### src/rtl/load_store_unit.sv
// Load/store unit: one outstanding RV32I load/store, classified at acceptance and
// issued to a one-cycle-latency memory port; response held until handshaken.
module load_store_unit #(
   parameter int unsigned MEM_WIDTH = 15,
   parameter int unsigned MLEN      = 64
) (
   input  logic                 clk,
   input  logic                 areset,
   input  logic                 req_valid,
   output logic                 req_ready,
   input  logic                 req_we,
   input  logic [2:0]           req_funct3,
   input  logic [31:0]          req_addr,
   input  logic [31:0]          req_wdata,
   output logic                 resp_valid,
   input  logic                 resp_ready,
   output logic [31:0]          resp_rdata,
   output logic [1:0]           resp_exc,
   output logic [2:0]           mem_funct3,
   output logic [MEM_WIDTH-1:0] mem_rd_addr,
   input  logic [MLEN-1:0]      mem_rd_data,
   output logic [MEM_WIDTH-1:0] mem_wr_addr,
   output logic [MLEN-1:0]      mem_wr_data,
   output logic                 mem_wr_en,
   input  logic [1:0]           mem_error
);

   typedef enum logic [1:0] {StIdle, StIssue, StWait, StResp} state_e;

   localparam logic [1:0] ExcOk       = 2'b00;
   localparam logic [1:0] ExcMisalign = 2'b01;
   localparam logic [1:0] ExcFault    = 2'b10;
   localparam logic [1:0] ExcIllegal  = 2'b11;

   state_e                 state_q, state_d;
   logic                   we_q;
   logic [2:0]             funct3_q;
   logic [MEM_WIDTH-1:0]   addr_q;
   logic [31:0]            wdata_q;
   logic [1:0]             exc_q;
   logic [31:0]            rdata_q;

   logic                   accept;
   logic                   illegal, misaligned, out_of_range;
   logic [1:0]             req_exc;
   logic                   mem_err_hit;
   logic                   unused_rd_upper;

   assign req_ready = (state_q == StIdle) && !areset;
   assign accept    = req_valid && req_ready;

   // Classification of the incoming request; priority illegal > misaligned > range.
   always_comb begin
      illegal      = 1'b0;
      misaligned   = 1'b0;
      out_of_range = |req_addr[31:MEM_WIDTH];
      if (req_we) begin
         illegal = (req_funct3 > 3'b010);
      end else begin
         illegal = (req_funct3 == 3'b011) || (req_funct3[2:1] == 2'b11);
      end
      unique case (req_funct3[1:0])
         2'b01:   misaligned = req_addr[0];
         2'b10:   misaligned = |req_addr[1:0];
         default: misaligned = 1'b0;
      endcase
      if (illegal) begin
         req_exc = ExcIllegal;
      end else if (misaligned) begin
         req_exc = ExcMisalign;
      end else if (out_of_range) begin
         req_exc = ExcFault;
      end else begin
         req_exc = ExcOk;
      end
   end

   always_comb begin
      state_d = state_q;
      unique case (state_q)
         StIdle:  if (accept) state_d = (req_exc != ExcOk) ? StResp : StIssue;
         StIssue: state_d = StWait;
         StWait:  state_d = StResp;
         StResp:  if (resp_ready) state_d = StIdle;
         default: state_d = StIdle;
      endcase
   end

   assign mem_err_hit = we_q ? mem_error[1] : mem_error[0];

   always_ff @(posedge clk or posedge areset) begin
      if (areset) begin
         state_q  <= StIdle;
         we_q     <= 1'b0;
         funct3_q <= 3'b000;
         addr_q   <= '0;
         wdata_q  <= 32'h0;
         exc_q    <= ExcOk;
         rdata_q  <= 32'h0;
      end else begin
         state_q <= state_d;
         if (accept) begin
            we_q     <= req_we;
            funct3_q <= req_funct3;
            addr_q   <= req_addr[MEM_WIDTH-1:0];
            wdata_q  <= req_wdata;
            exc_q    <= req_exc;
            rdata_q  <= 32'h0;
         end else if (state_q == StWait) begin
            if (mem_err_hit) begin
               exc_q   <= ExcFault;
               rdata_q <= 32'h0;
            end else begin
               rdata_q <= we_q ? 32'h0 : mem_rd_data[31:0];
            end
         end
      end
   end

   assign mem_funct3  = funct3_q;
   assign mem_rd_addr = addr_q;
   assign mem_wr_addr = addr_q;
   assign mem_wr_data = MLEN'(wdata_q);
   assign mem_wr_en   = (state_q == StIssue) && we_q;

   // Response fields read as zero outside RESP so idle values never leak.
   assign resp_valid = (state_q == StResp);
   assign resp_rdata = resp_valid ? rdata_q : 32'h0;
   assign resp_exc   = resp_valid ? exc_q : ExcOk;

   assign unused_rd_upper = ^mem_rd_data[MLEN-1:32];

endmodule

### config.mk
export PLATFORM = sky130hd
export DESIGN_NAME = load_store_unit
export DESIGN_NICKNAME = d
export VERILOG_FILES = /design/src/rtl/load_store_unit.sv
export SDC_FILE = /design/constraint.sdc
export NUM_CORES = 1
export LEC_CHECK = 0
export CAP_MARGIN = 30
export CORE_MARGIN = 2
export CORE_UTILIZATION = 33
export DETAILED_ROUTE_END_ITERATION = 8
export GPL_TIMING_DRIVEN = 0
export PLACE_DENSITY = 0.89
export SETUP_SLACK_MARGIN = 0.15
export SYNTH_ARGS = -nofsm -noshare
export SYNTH_HDL_FRONTEND = slang
export SYNTH_SLANG_ARGS = --single-unit
### constraint.sdc
create_clock -name clk -period 2.8 [get_ports clk]
set_input_delay 0.56 -clock clk [delete_from_list [all_inputs] [get_ports clk]]
set_output_delay 0.56 -clock clk [all_outputs]
set_load 0.005 [all_outputs]
Fig. 1: metal layers overlaid
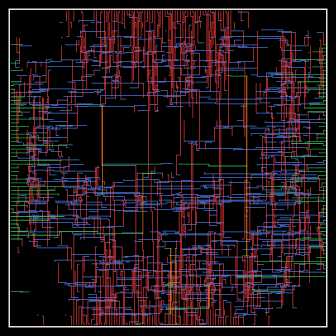
met1 -> blue  # wire length 4,760 um
met2 -> red  # wire length 5,930 um
met4 -> orange  # wire length 178 um
met3 -> green  # wire length 803 um
Detailed Route WL: 11.7 mm
global-route usage over all layers: 17.8%
average routed wire per standard cell: 14.2 um
detailed-route via count: 3,609

Fig. 2: track usage over the die
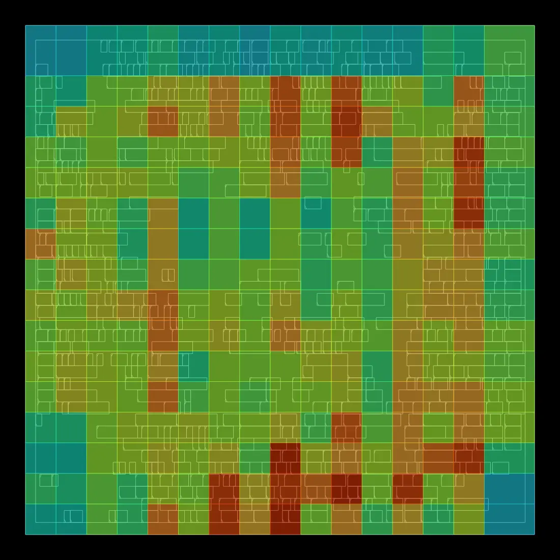
met3 global-route usage: 4.69%
Core Util, Final: 57.1%
routing usage on met1: 21.2%

Fig. 3: logic cells by family
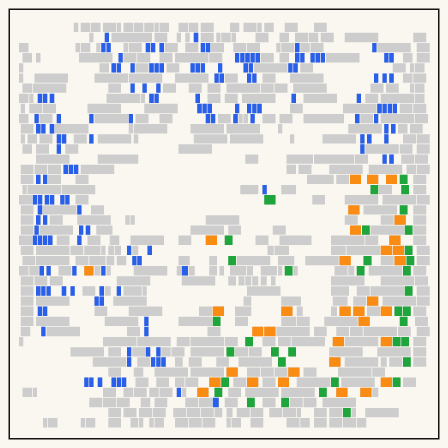
AND and OR gates -> green  # cells 36
NAND gates -> blue  # cells 154, where spread over the die
AND-OR and OR-AND gates -> orange  # cells 34
logic share of the area: 22.0%
most frequent standard cell in the layout excluding fill and tap cells: sky130_fd_sc_hd__clkdlybuf4s50_1
Finished Layout Cells: 823

Fig. 4: signal wires on met2
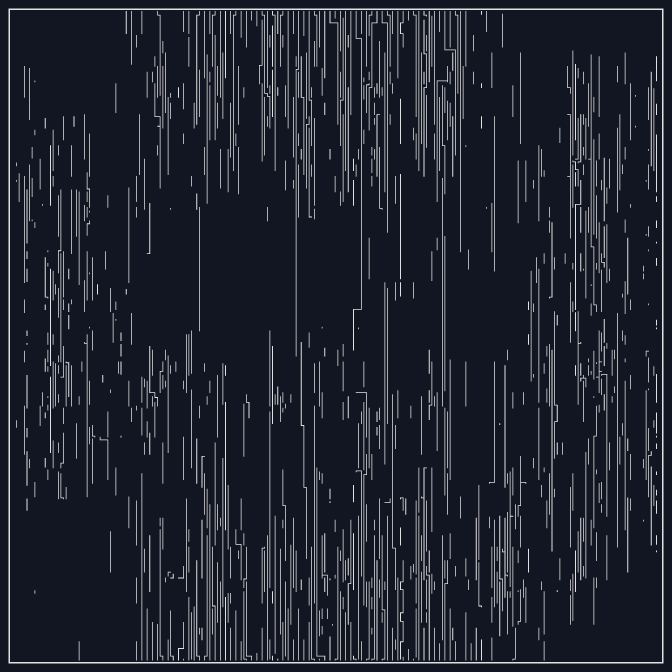
longest straight run = 50.5 um
wire length on this layer = 5,930 um
share of all routed wire = 51%
met2 Usage GRT: 31.1%

==> impl_metrics.tcl <==
# collected from the flow reports
set metrics [dict create \
    worstPathBufferInverterCount 2 \
    final-setup-viol-count 0 \
    fmax_mhz 392 \
    synth_top_cell_by_area "sky130_fd_sc_hd__dfrtp_1" \
    synth_seq_share_pct 53.7 \
    final_design_area_no_fill_mm2 0.00686 \
    busiest_layer "met2" \
    place_inst 807 \
    netSwitchingFraction_pct 29.1 \
    clock_tree.root_cell "sky130_fd_sc_hd__clkbuf_16" \
    antenna_cells_inserted 0 \
    timing.critical_path.max_delay_family "buffers and inverters" \
    ys_sh_simple_pct 22.4 \
    synth.cell_area_mm2 0.00405 \
    cts.htree.levels 3 \
    ff_count 87 \
    total_leakage_power_nw 3.28 \
    share_of_flip_flops_with_an_asynchronous_set_or_reset_after_synthesis_pct 100 \
    num-nonclk-inverters 6 \
    grt_setup_unrepaired "no" \
    fill_cells 1037 \
    layout_setup_ws_ns 0.251 \
    outcome "finished clean" \
    yosys.area_share.xor_xnor_pct 0 \
    m1WireLength_mm 4.76 \
    hold_viol_final 0 \
    synth-compound-area-share_pct 9.05 \
    area.share.sequential_pct 31.8 \
    remaining_global_route_overflow 0 \
    clock-sinks 87 \
    clk_path_buf_depth 2 \
    hpwl_dp_mm 9.14 \
    cell_types_with_the_highest_counts_after_synthesis "sky130_fd_sc_hd__nand2_1, sky130_fd_sc_hd__dfrtp_1, sky130_fd_sc_hd__buf_4" \
    clock_tree_from_tritoncts "built" \
    ys_cells 420 \
    numCtsBuffers 9 \
    drt_iter0_drc 143 \
    boundaryPins 272 \
    port-buffer-count 207 \
    layout-area-overhead-vs-synth_pct 69.2 \
    n_clock_buffer 11 \
    cts.repair_timing.setup_buffer_count 0 \
    worst_setup_path_start_kind "register" \
    insertion_delay_ns 0.33 \
    ys_dominant_reg_cell "sky130_fd_sc_hd__dfrtp_1" \
]
==> path summary, 6_finish.rpt <==
path / from / to / slack [ns] / depth (start not counted)
min in group asynchronous: areset / rdata_q[27]$_DFFE_PP0P_ / 0.76 / 2
min reg2reg: wdata_q[6]$_DFFE_PP0P_ / wdata_q[6]$_DFFE_PP0P_ / 0.47 / 2
min: wdata_q[6]$_DFFE_PP0P_ / wdata_q[6]$_DFFE_PP0P_ / 0.47 / 2
max in group asynchronous: areset / mem_funct3[2]$_DFFE_PP0P_ / 1.47 / 3
max: state_q[0]$_DFFE_PP0P_ / resp_rdata[29] / 0.25 / 4
max reg2reg: state_q[0]$_DFFE_PP0P_ / rdata_q[12]$_DFFE_PP0P_ / 0.83 / 8
